==> config.mk <==
export PLATFORM = sky130hd
export DESIGN_NAME = program_memory_arbiter
export DESIGN_NICKNAME = d
export VERILOG_FILES = /design/src/rtl/program_memory_arbiter_pkg.sv /design/src/rtl/program_memory_arbiter_rr_arbiter.sv /design/src/rtl/program_memory_arbiter.sv
export SDC_FILE = /design/constraint.sdc
export NUM_CORES = 1
export LEC_CHECK = 0
export ABC_AREA = 1
export CORE_AREA = 8 8 156 158
export CTS_BUF_LIST = sky130_fd_sc_hd__clkbuf_8
export CTS_CLUSTER_DIAMETER = 80
export DETAILED_ROUTE_END_ITERATION = 8
export DIE_AREA = 0 0 164 166
export GPL_TIMING_DRIVEN = 0
export PLACE_DENSITY = 0.75
export SETUP_SLACK_MARGIN = 0.3
export SLEW_MARGIN = 20
export SYNTH_ARGS = -nofsm -noshare
export SYNTH_HDL_FRONTEND = slang
export SYNTH_SLANG_ARGS = --single-unit
==> constraint.sdc <==
create_clock -name clk_in -period 9.4 [get_ports clk_in]
set_input_delay 0.94 -clock clk_in [delete_from_list [all_inputs] [get_ports clk_in]]
set_output_delay 0.94 -clock clk_in [all_outputs]
set_load 0.1 [all_outputs]
==> src/rtl/program_memory_arbiter_pkg.sv <==
// pm_arb_pkg: shared types and constants for program_memory_arbiter.
// No ports; imported by program_memory_arbiter and rr_arbiter.
package pm_arb_pkg;
    localparam int PM_WORD_BYTES = 4;
    localparam int PM_LEN_WIDTH  = 4;
    localparam int PM_ID_WIDTH   = 3;
    typedef enum logic {IDLE, BURST} pm_arb_state_t;
    typedef struct packed {
        logic                   valid;
        logic [PM_ID_WIDTH-1:0] id;
        logic                   last;
    } pm_tag_t;
endpackage

==> src/rtl/program_memory_arbiter_rr_arbiter.sv <==
// rr_arbiter: combinational round-robin pick of the first request after ptr.
// Ports: req (request vector), ptr (last winner), grant (one-hot), idx (winner), any (some request).
module rr_arbiter
    import pm_arb_pkg::*;
#(
    parameter int NUM_REQ = 3
)(
    input  logic [NUM_REQ-1:0]     req,
    input  logic [PM_ID_WIDTH-1:0] ptr,
    output logic [NUM_REQ-1:0]     grant,
    output logic [PM_ID_WIDTH-1:0] idx,
    output logic                   any
);
    always_comb begin
        int best;
        best = NUM_REQ;
        idx  = '0;
        // distance from ptr+1 going upward; smallest distance wins
        for (int i = 0; i < NUM_REQ; i++) begin
            if (req[i] && ((i + 2 * NUM_REQ - int'(ptr) - 1) % NUM_REQ) < best) begin
                best = (i + 2 * NUM_REQ - int'(ptr) - 1) % NUM_REQ;
                idx  = PM_ID_WIDTH'(i);
            end
        end
        any   = |req;
        grant = any ? NUM_REQ'(1) << idx : '0;
    end
endmodule

==> src/rtl/program_memory_arbiter.sv <==
// program_memory_arbiter: shares one fixed-latency program_memory read port between
// NUM_REQ requesters with burst-granular round-robin and a tag pipe for returns.
// Ports: clk_in/rst_in; req_valid/req_addr/req_len/req_ready (requests);
// resp_valid/resp_data/resp_last (returns); mem_addr/mem_read_request/mem_instr/
// mem_data_valid (memory bus); busy, protocol_err, perf_grants/perf_waits.
// Optional macro PM_ARB_PERF_EN enables saturating per-requester grant/wait counters.
module program_memory_arbiter
    import pm_arb_pkg::*;
#(
    parameter int NUM_REQ      = 3,
    parameter int ADDR_WIDTH   = 32,
    parameter int DATA_WIDTH   = 32,
    parameter int READ_LATENCY = 2
)(
    input  logic                             clk_in,
    input  logic                             rst_in,
    input  logic [NUM_REQ-1:0]               req_valid,
    input  logic [NUM_REQ*ADDR_WIDTH-1:0]    req_addr,
    input  logic [NUM_REQ*PM_LEN_WIDTH-1:0]  req_len,
    output logic [NUM_REQ-1:0]               req_ready,
    output logic [NUM_REQ-1:0]               resp_valid,
    output logic [DATA_WIDTH-1:0]            resp_data,
    output logic                             resp_last,
    output logic [ADDR_WIDTH-1:0]            mem_addr,
    output logic                             mem_read_request,
    input  logic [DATA_WIDTH-1:0]            mem_instr,
    input  logic                             mem_data_valid,
    output logic                             busy,
    output logic                             protocol_err,
    output logic [NUM_REQ*32-1:0]            perf_grants,
    output logic [NUM_REQ*32-1:0]            perf_waits
);
    localparam int BW = $clog2(READ_LATENCY + 1);

    pm_arb_state_t           state_q, state_d;
    logic [PM_ID_WIDTH-1:0]  rr_q, rr_d, id_q, id_d, win, issue_id;
    logic [ADDR_WIDTH-1:0]   base_q, base_d, win_addr;
    logic [PM_LEN_WIDTH-1:0] len_q, len_d, beat_q, beat_d, win_len;
    logic [BW-1:0]           blank_q, blank_d;
    logic                    err_q, err_d, any_req, issue_last, rsp;
    logic [NUM_REQ-1:0]      grant;
    pm_tag_t                 tag_q [READ_LATENCY];
    pm_tag_t                 tag_d [READ_LATENCY];
    pm_tag_t                 out_tag;

    rr_arbiter #(.NUM_REQ(NUM_REQ)) u_rr (
        .req   (req_valid),
        .ptr   (rr_q),
        .grant (grant),
        .idx   (win),
        .any   (any_req)
    );

    always_comb begin
        win_addr = '0;
        win_len  = '0;
        for (int i = 0; i < NUM_REQ; i++) begin
            win_addr = (win == PM_ID_WIDTH'(i)) ? req_addr[i*ADDR_WIDTH +: ADDR_WIDTH] : win_addr;
            win_len  = (win == PM_ID_WIDTH'(i)) ? req_len[i*PM_LEN_WIDTH +: PM_LEN_WIDTH] : win_len;
        end
    end

    always_comb begin
        state_d          = state_q;
        rr_d             = rr_q;
        base_d           = base_q;
        len_d            = len_q;
        id_d             = id_q;
        beat_d           = beat_q;
        mem_read_request = 1'b0;
        mem_addr         = '0;
        issue_last       = 1'b0;
        issue_id         = id_q;
        req_ready        = '0;
        if (state_q == BURST) begin
            mem_read_request = 1'b1;
            mem_addr         = base_q + ADDR_WIDTH'({beat_q, 2'b00});
            issue_last       = beat_q == len_q;
            beat_d           = beat_q + 1'b1;
            state_d          = issue_last ? IDLE : BURST;
        end else if (any_req) begin
            // beat 0 goes out in the grant cycle itself
            req_ready        = grant;
            mem_read_request = 1'b1;
            mem_addr         = win_addr & ~ADDR_WIDTH'(PM_WORD_BYTES - 1);
            issue_last       = win_len == '0;
            issue_id         = win;
            base_d           = mem_addr;
            len_d            = win_len;
            id_d             = win;
            rr_d             = win;
            beat_d           = PM_LEN_WIDTH'(1);
            state_d          = issue_last ? IDLE : BURST;
        end
    end

    always_comb begin
        tag_d[0] = {mem_read_request, issue_id, issue_last};
        for (int k = 1; k < READ_LATENCY; k++) tag_d[k] = tag_q[k-1];
        out_tag    = tag_q[READ_LATENCY-1];
        rsp        = out_tag.valid & mem_data_valid;
        resp_valid = rsp ? NUM_REQ'(1) << out_tag.id : '0;
        resp_data  = rsp ? mem_instr : '0;
        resp_last  = rsp & out_tag.last;
        // words issued before a reset may still land during the blanking window
        err_d      = err_q | (blank_q == '0 && out_tag.valid != mem_data_valid);
        blank_d    = blank_q == '0 ? '0 : blank_q - 1'b1;
        busy       = state_q == BURST;
        for (int k = 0; k < READ_LATENCY; k++) busy = busy | tag_q[k].valid;
        protocol_err = err_q;
    end

    always_ff @(posedge clk_in) begin
        if (rst_in) begin
            state_q <= IDLE;
            rr_q    <= PM_ID_WIDTH'(NUM_REQ - 1);
            id_q    <= '0;
            base_q  <= '0;
            len_q   <= '0;
            beat_q  <= '0;
            err_q   <= 1'b0;
            blank_q <= BW'(READ_LATENCY);
            for (int k = 0; k < READ_LATENCY; k++) tag_q[k] <= '0;
        end else begin
            state_q <= state_d;
            rr_q    <= rr_d;
            id_q    <= id_d;
            base_q  <= base_d;
            len_q   <= len_d;
            beat_q  <= beat_d;
            err_q   <= err_d;
            blank_q <= blank_d;
            for (int k = 0; k < READ_LATENCY; k++) tag_q[k] <= tag_d[k];
        end
    end

`ifdef PM_ARB_PERF_EN
    logic [31:0] grants_q [NUM_REQ];
    logic [31:0] grants_d [NUM_REQ];
    logic [31:0] waits_q  [NUM_REQ];
    logic [31:0] waits_d  [NUM_REQ];

    always_comb begin
        for (int i = 0; i < NUM_REQ; i++) begin
            grants_d[i] = (req_ready[i] && grants_q[i] != '1) ? grants_q[i] + 32'd1 : grants_q[i];
            waits_d[i]  = (req_valid[i] && !req_ready[i] && waits_q[i] != '1) ? waits_q[i] + 32'd1 : waits_q[i];
            perf_grants[i*32 +: 32] = grants_q[i];
            perf_waits[i*32 +: 32]  = waits_q[i];
        end
    end

    always_ff @(posedge clk_in) begin
        for (int i = 0; i < NUM_REQ; i++) begin
            grants_q[i] <= rst_in ? '0 : grants_d[i];
            waits_q[i]  <= rst_in ? '0 : waits_d[i];
        end
    end
`else
    assign perf_grants = '0;
    assign perf_waits  = '0;
`endif
endmodule
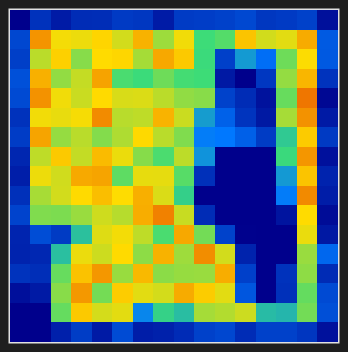
run_1/density.png
(2 px per micron) The die is cut into 16 by 17 equal tiles; dark blue is low, red is high, 0 to 100% covered.
nearly empty tiles	9.9%
fullest tile	87%
mean over tiles	43%
fp_density: 36.2%
fin util: 54.1%

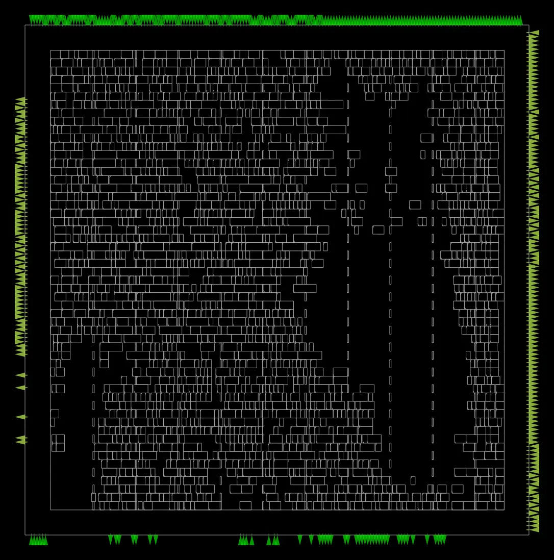
run_1/final_placement.png
Core Box Area: 0.0221 sq mm
fin cells: 2027
number of flip-flops and latches: 51
sequential share of cell area: 8.61%

==> design notes, run 1 <==
The highest net fanout along the worst path is 10, and the average cell area after synthesis is 6.15 sq um. The non-clock inverter count in the final layout is 169. The clock buffers instantiated in the layout total 7. The count of final max-slew check failures is 0.

The run finished with clean final reports. The final timing report counts setup violations totalling 0. TritonCTS built the clock tree. The worst setup path is captured at a primary output. The registers reported with the highest flop counts are base_q: 30 flops, tag_q: 6 flops.

After the first detailed-routing iteration, the DRC count stood at 770. The worst pin sits at a relative slew slack of 27.2%. Detailed routing inserted a total of 9298 vias. In the setup report, the worst path falls into the class reg -> out. According to the I/O placement log, the pin count is 412. The vertical die dimension reported for this design is 166 microns.

The largest total area in the synthesized netlist belongs to sky130_fd_sc_hd__buf_4. Non-clock buffering takes up 35.2% of total cell area after layout. The maximum single-stage delay on the critical path is 370 ps.

Broken down by cell family, the worst path's largest delay share belongs to simple AND/OR/NAND/NOR gates. The number of port buffers is 210, and the worst clock skew is 4.33 ps. The post-layout net count came out at 1970. After filler insertion, the fill cell instance count of the layout stands at 2132. The detail-routed net length per standard cell was 15.4 microns; the proportion of cell area spent on the clock network was 0.838%. No sink is reached through more buffers than the 2 on the longest clock path.

Of the post-synthesis cell area, the part taken by muxes is 0.125%. The run gives 2 for the worst hold path cell count. The worst register-to-register path has a setup slack of 2060 ps.

The number of cells upsized or downsized after cts is 228, and the share of cells above drive strength 1 is 21.0%. The register with the most flip-flops is base_q. The number of synthesized register bits is 51. Per the detail_route report, DRC violations left total 0.

After detailed routing, no signal wire sits above met5. Summing every instance area after synthesis gives 0.00801 sq mm. After its last routability iteration, the placer logged a weighted congestion of 0.947.

The layout report gives the multi-input gate share of total cell area as 46.8%. The tools report the critical path launch point as id_q[0]$_SDFFE_PP0P_. Walking the critical path from launch to capture passes 52 cell instances.

The top logic cell by instance count in the layout was sky130_fd_sc_hd__nand2_1. The post-synthesis xor/xnor area fraction is 1.20%. The vias per cell came out at 4.59. Along the critical path, the tally of buffer and inverter instances is 12.

The number of inserted diodes was 1. Multi-input combinational cells in the finished layout were counted as 1033.

The registers of the reported paths see a clock transition of 90 ps. The worst min-delay path category is reg -> reg.

According to the Yosys statistics, the synthesized design has a chip area of 0.00801 sq mm. The main flop type was sky130_fd_sc_hd__dfxtp_1. STA classifies the critical path startpoint as a flop. The run gives 116 MHz for the highest clock rate.

The timing report shows the most common cell along the critical path to be sky130_fd_sc_hd__nand2_1. The amount of wire on met3 after detailed routing was 2.81 mm. The post-route antenna net violation count is 0. The run gives 31.3 mm as the detailed-route wire length. The busiest layer in global routing was met2.

The total overflow left after global routing is 0. Routing resource usage on met1 recorded by global route was 24.2%. At the worst endpoint, the required time is 8460 ps. The met2 usage in global routing is 38.4%. Most instantiated library cell after synthesis: sky130_fd_sc_hd__nand2_1. Per the OpenROAD floorplan log, the width of the die is 164 microns.

Clock tree synthesis found a total of 51 sinks. The post-route clock period utilization was 92.0%.
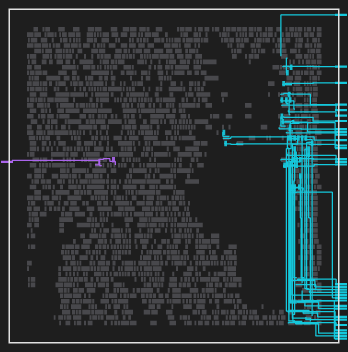
run_1/port_nets.png
(2 px per micron)
color	port	direction	edge	end cells	wire
cyan	`mem_instr`	input	east	32	2260 microns
purple	`mem_read_request`	output	west	1	64.8 microns

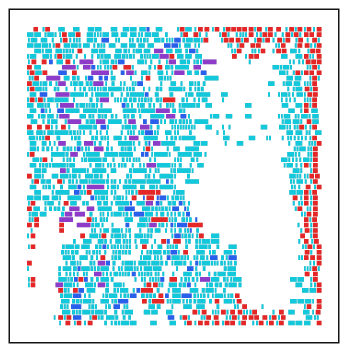
run_1/drive_strength.png
(2 px per micron)
color	size	cells	share
blue	drive 2	77	4.4%
red	drive 3 to 4	243	14%
cyan	drive 1 or less	1375	79%
purple	drive 6 and up	46	2.6%
Final Instance Area: 0.0119 sq mm
area growth from synthesis to final layout: 49.2%
number of buffers outside the clock class in the layout: 480
slack of the critical path: 754 ps

run_1/met1.png
(3 px per micron) Supply wires on this layer in gray.
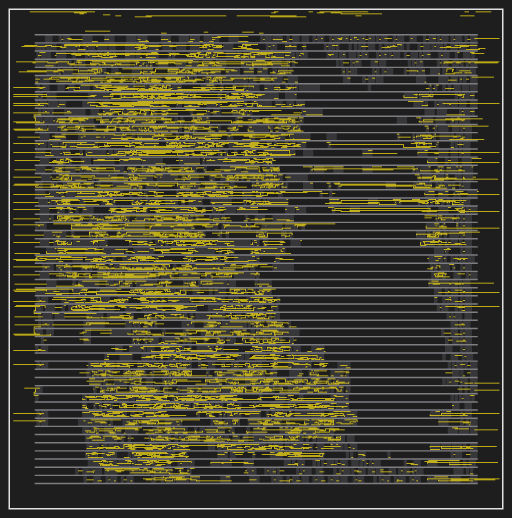

==> run 1 -> run 2 <==
Settings changed: CORE_AREA 8 8 156 158 to default, CORE_MARGIN from default to 8, CORE_UTILIZATION from default to 31, DIE_AREA 0 0 164 166 to default, PLACE_DENSITY 0.75 to default, SYNTH_HIERARCHICAL from default to 1.
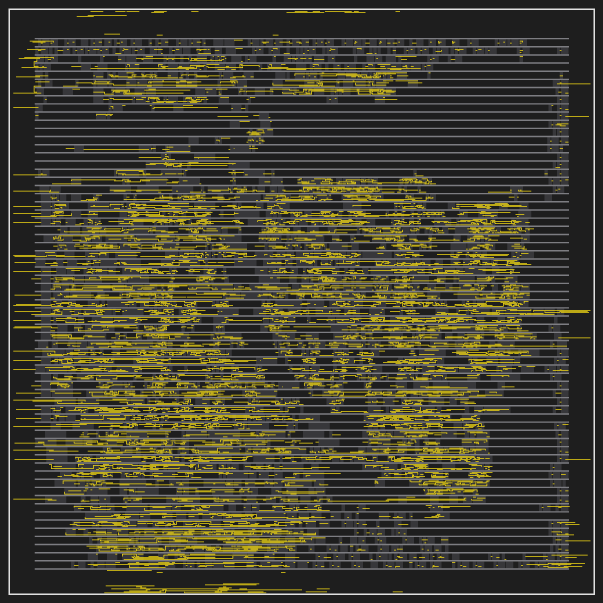
run_2/met1.png
(3 px per micron) Supply wires on this layer in gray.
nets with wire on the layer	2145
share of all routed wire	40%
wire length on this layer	14700 microns
main direction	horizontal
longest straight run	52.4 microns

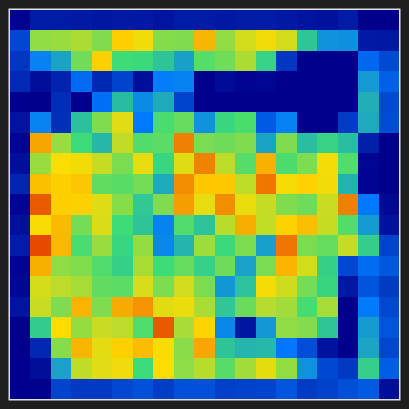
run_2/density.png
(2 px per micron) The die is cut into 19 by 19 equal tiles; dark blue is low, red is high, 0 to 100% covered.
tiles over 75% full	11%
mean over tiles	41%
nearly empty tiles	12%

==> run 2 against run 1 <==
  * The run now ends with negative setup slack left
  * Critical path depth rose by 8
  * Clock-buffer cell count fell by 2
  * Critical path type unchanged
  * Critical endpoint is now mem_addr[29]
  * Largest cell class unchanged
==> design notes, run 2 <==
The tools report the number of fill cells in the layout as 3140 (+47%). The number of inserted diodes is 0 (-1). The post-route clock period utilization was 110% (+18 points). The number of cells upsized or downsized after cts is 369 (+62%), and the amount of wire on met3 after detailed routing is 2.21 mm (-21%).

With the detailed-route wire length at 36.8 mm (+18%), the number of clock sinks is 54 (+5.9%). With the setup slack after layout at -965 ps (-1720 ps), the met2 usage in global routing is 33.8% (-4.6 points). The run gives 100 ps (about the same) for the post-CTS clock slew at the launch and capture registers of the worst setup and hold paths. The number of standard cells in the layout, taps in and fillers out is 2549 (+26%), and the number of non-clock buffers in the layout is 578 (+20%). The run gives 60.2% for the area growth from synthesis to layout. Of all cell types, the one taking the most synthesized area is sky130_fd_sc_hd__nand2_1. The run gives 0.00988 sq mm (+23%) for the cell area after synthesis.

The final reports fail on negative setup slack. The worst setup path is launched from a flop. Detailed-route via count: 11400 (+23%).

With the share of cells above drive strength 1 at 30.3% (+9.3 points), the remaining max-slew budget at the tightest pin is 31.0% (+3.8 points). The number of DRC violations after detailed routing was 0 (unchanged). The run gives 4.47 (-2.5%) for the vias per cell. Total buffers and inverters traversed by the critical path: 14 (+2). The final-report setup violation count was 32 (+32). Looking at the cell usage after synthesis, the top flip-flop cell is sky130_fd_sc_hd__dfxtp_1. The total global routing track utilization came out at 17.9%. The number of port buffers is 211 (+0.48%).

The final estimated routing congestion in global placement is 0.914 (-3.5%). The maximum clock path buffer count was 2 (unchanged); the post-layout net count was 2380 (+21%). The buffer share of cell area is 33.9% (-1.3 points). With the post-synthesis xor/xnor area fraction at 4.86% (+3.7 points), the met1 global-route usage is 20.0% (-4.2 points).

The x dimension of the die is 194 microns (+19%). The cell class with the largest area share was multi-input combinational cells.

The top logic cell by instance count in the layout is sky130_fd_sc_hd__nand2_1. The most instantiated library cell after synthesis was sky130_fd_sc_hd__nand2_1. The detail-routed net length per standard cell is 14.5 microns (-6.4%).

The worst min-delay path category is reg -> reg. The worst path required time came out at 8460 ps (about the same).

The logs give 0.0158 sq mm (+32%) for the final standard cell area without fillers and 0 (unchanged) for the count of final max-slew check failures. For the worst reg-to-reg setup slack, the log shows 80 ps (-1980 ps). The run finished, with violations left. The clock buffer count in the final layout was 5 (-2); the worst clock skew was 12.2 ps (+7.92 ps). The tools report the initial DRC count as 616 (-20%). The endpoint with the worst hold slack is tag_q[0][5]$_SDFF_PP0_. The run gives 31.4% (-4.9 points) for the pre-placement core utilization.

The worst setup path is captured at a primary output. The proportion of cell area occupied by multi-input gates is 51.3% (+4.4 points). The maximum single-stage delay on the critical path is 390 ps (+20 ps), and the die height is 194 microns (+17%). Counting flops per register, the top entry is base_q. TritonCTS built the clock tree. The summed standard-cell area reported by yosys is 0.00988 sq mm (+23%).

The non-clock inverter count in the final layout was 167 (-1.2%). The run gives 412 (unchanged) as the number of top-level pins. Busiest layer in global routing: met2. The run gives 6.10 sq um (-0.91%) for the average cell area after synthesis. On the critical path the largest part of the delay comes from simple AND/OR/NAND/NOR gates.

The highest net fanout along the worst path was 7 (-3). For the final global-route overflow total, the log shows 0 (unchanged). Signal nets in the final route climb as high as met4. The area fraction in mux cells came out at 0.203% (+0.078 points).

The number of synthesized register bits was 54 (+5.9%).
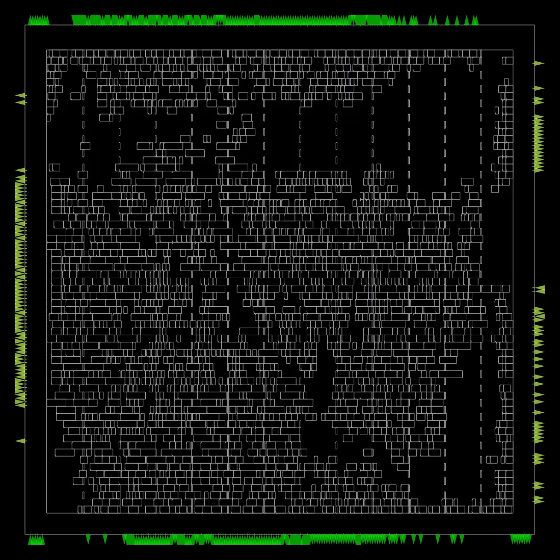
run_2/final_placement.png
number of flip-flops and latches: 54
Core Box Area: 0.0315 sq mm
sequential share of cell area: 6.89%
fin util: 50.3%
number of tapcells: 402

run_2/port_nets.png
(2 px per micron)
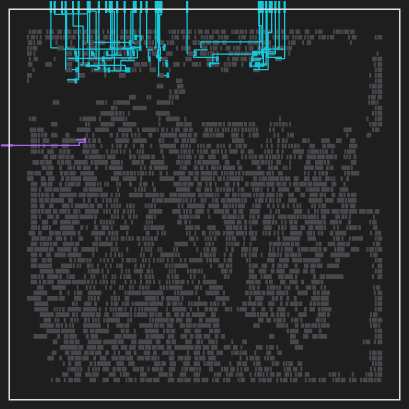

==> run 2 -> run 3 <==
Settings changed: CELL_PAD_IN_SITES_DETAIL_PLACEMENT from default to 0, CELL_PAD_IN_SITES_GLOBAL_PLACEMENT from default to 2, CORE_UTILIZATION 31 to 22, PLACE_DENSITY_LB_ADDON from default to 0.1, SKIP_CTS_REPAIR_TIMING from default to 1, SKIP_LAST_GASP from default to 1.
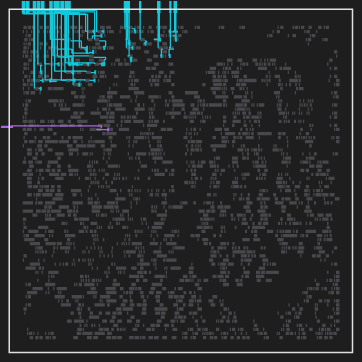
run_3/port_nets.png
(1.5 px per micron)
color	port	direction	edge	end cells	wire
cyan	`mem_instr`	input	north	32	1430 microns
purple	`mem_read_request`	output	west	1	71.4 microns

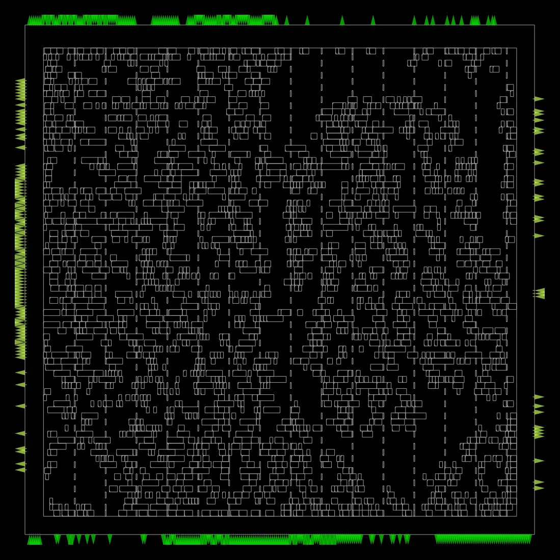
run_3/final_placement.png
Core Box Area: 0.0443 sq mm
fin cells: 2694
Rows: 77

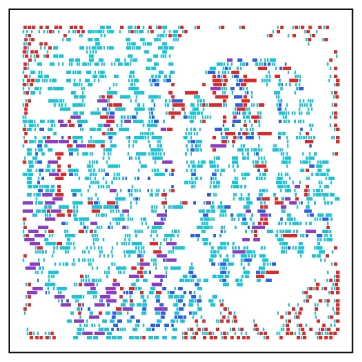
run_3/drive_strength.png
(1.5 px per micron)
color	size	cells	share
cyan	drive 1 or less	1519	72%
red	drive 3 to 4	329	16%
blue	drive 2	179	8.5%
purple	drive 6 and up	74	3.5%
Final Instance Area: 0.0156 sq mm
slack of the critical path: -1130 ps
number of buffers outside the clock class in the layout: 532
area growth from synthesis to final layout: 57.6%

==> run 3 against run 2 <==
  * The flow still finishes with violations (negative setup slack)
  * Via count fell by 4.2%
  * Sequential cell count did not move
  * Synthesized cell count did not move
  * Register-to-register slack improved by 30 ps
  * Sequential share of layout area is 0.11 points higher
  * Critical path type unchanged
==> design notes, run 3 <==
Number of synthesized register bits: 54 (unchanged). For the worst reg-to-reg setup slack, the log shows 110 ps (+30 ps). The critical path capture point type was a primary output.

TritonCTS built the clock tree. The logs give 10900 (-4.2%) for the detailed-route via count and 1.69 mm (-23%) for the amount of wire on met3 after detailed routing. The tools report the met2 usage in global routing as 27.6% (-6.2 points).

The logs give 4866 (+55%) for the number of fill cells in the layout and -1130 ps (-161 ps) for the setup slack after layout. The proportion of cell area occupied by multi-input gates came out at 51.5% (+0.23 points).

In the hold report, the worst path ends at blank_q[0]$_SDFF_PP0_. The pre-placement core utilization is 22.3% (-9.1 points). The maximum clock path buffer count was 2 (unchanged); the total placed cells including tap cells was 2616. The clock tree synthesis step divided the H-tree into 2 levels. The initial DRC count was 464 (-25%). Cell class with the largest area share: multi-input combinational cells. The worst path required time was 8460 ps (about the same); the count of final max-slew check failures was 0 (unchanged). The summed standard-cell area reported by yosys was 0.00988 sq mm (unchanged).

The number of top-level pins is 412 (unchanged). Highest net fanout along the worst path: 8 (+1). Looking at the reg2reg group, the worst path ends at base_q[19]$_SDFFE_PP0P_. The maximum single-stage delay on the critical path was 420 ps (+30 ps); the area fraction in mux cells was 0.203% (unchanged).

Looking at area per cell type in the netlist, the leader is sky130_fd_sc_hd__nand2_1. The checks that failed: negative setup slack. The number of DRC violations after detailed routing was 0 (unchanged); the detailed-route wire length was 41.1 mm (+12%).

In the synthesized netlist the async set-or-reset flop fraction comes to 0%. The post-synthesis xor/xnor area fraction works out to 4.86% (unchanged).

The highest layer used for signal routing is met4. Met1 global-route usage: 17.6% (-2.4 points). The run finished, with violations left.

The run gives 0.00988 sq mm (unchanged) as the cell area after synthesis. The number of well taps is 592 (+47%). Critical path's top delay family: AND-OR/OR-AND gates. Main flop type: sky130_fd_sc_hd__dfxtp_1.

The post-route clock period utilization came out at 112% (+1.7 points). Per the cell usage report, the commonest logic cells after layout are sky130_fd_sc_hd__nand2_1, sky130_fd_sc_hd__buf_4, sky130_fd_sc_hd__conb_1, sky130_fd_sc_hd__clkdlybuf4s50_1, sky130_fd_sc_hd__inv_1. The total global routing track utilization is 14.7% (-3.2 points).

The tools report the final estimated routing congestion in global placement as 0.807 (-12%). The average cell area after synthesis is 6.10 sq um (unchanged), and the worst clock skew is 6.49 ps (-5.76 ps). The run gives 35.1% (-15 points) for the share of the core filled with cells. The number of flip-flops in the largest register is 30, and the remaining max-slew budget at the tightest pin is 30.8% (-0.21 points). With the vias per cell at 4.05 (-9.4%), the number of logic gates is 1340. The run gives 7.00% (+0.11 points) for the flip-flop and latch share of the layout cell area. The top logic cell by instance count in the layout is sky130_fd_sc_hd__nand2_1.

The clock buffer count in the final layout is 5 (unchanged), and the number of clock sinks is 54 (unchanged). The x dimension of the die came out at 228 microns (+17%). Busiest layer in global routing: met2.

The run gives 0.00109 sq mm as the flip-flop and latch area. The final global-route overflow total is 0 (unchanged). The final-report setup violation count is 33 (+3.1%). The post-layout net count is 2334 (-1.9%). The category of the worst setup path launch point was a flop. The worst hold path belongs to the class reg -> reg.

The post-CTS clock slew at the launch and capture registers of the worst setup and hold paths works out to 110 ps (about the same). The tools report the sequential cell count as 54 (unchanged). The number of port buffers works out to 211 (unchanged). Die height: 228 microns (+17%). The number of inserted diodes came out at 1 (+1). By instance count, the leading cell after synthesis is sky130_fd_sc_hd__nand2_1. The share of cells above drive strength 1 came out at 27.7% (-2.6 points). The run gives 15.3 microns (+5.7%) for the detail-routed net length per standard cell.

The buffer share of cell area came out at 31.9% (-2.0 points). The total buffers and inverters traversed by the critical path came out at 14 (unchanged). Register with the most flip-flops: base_q.
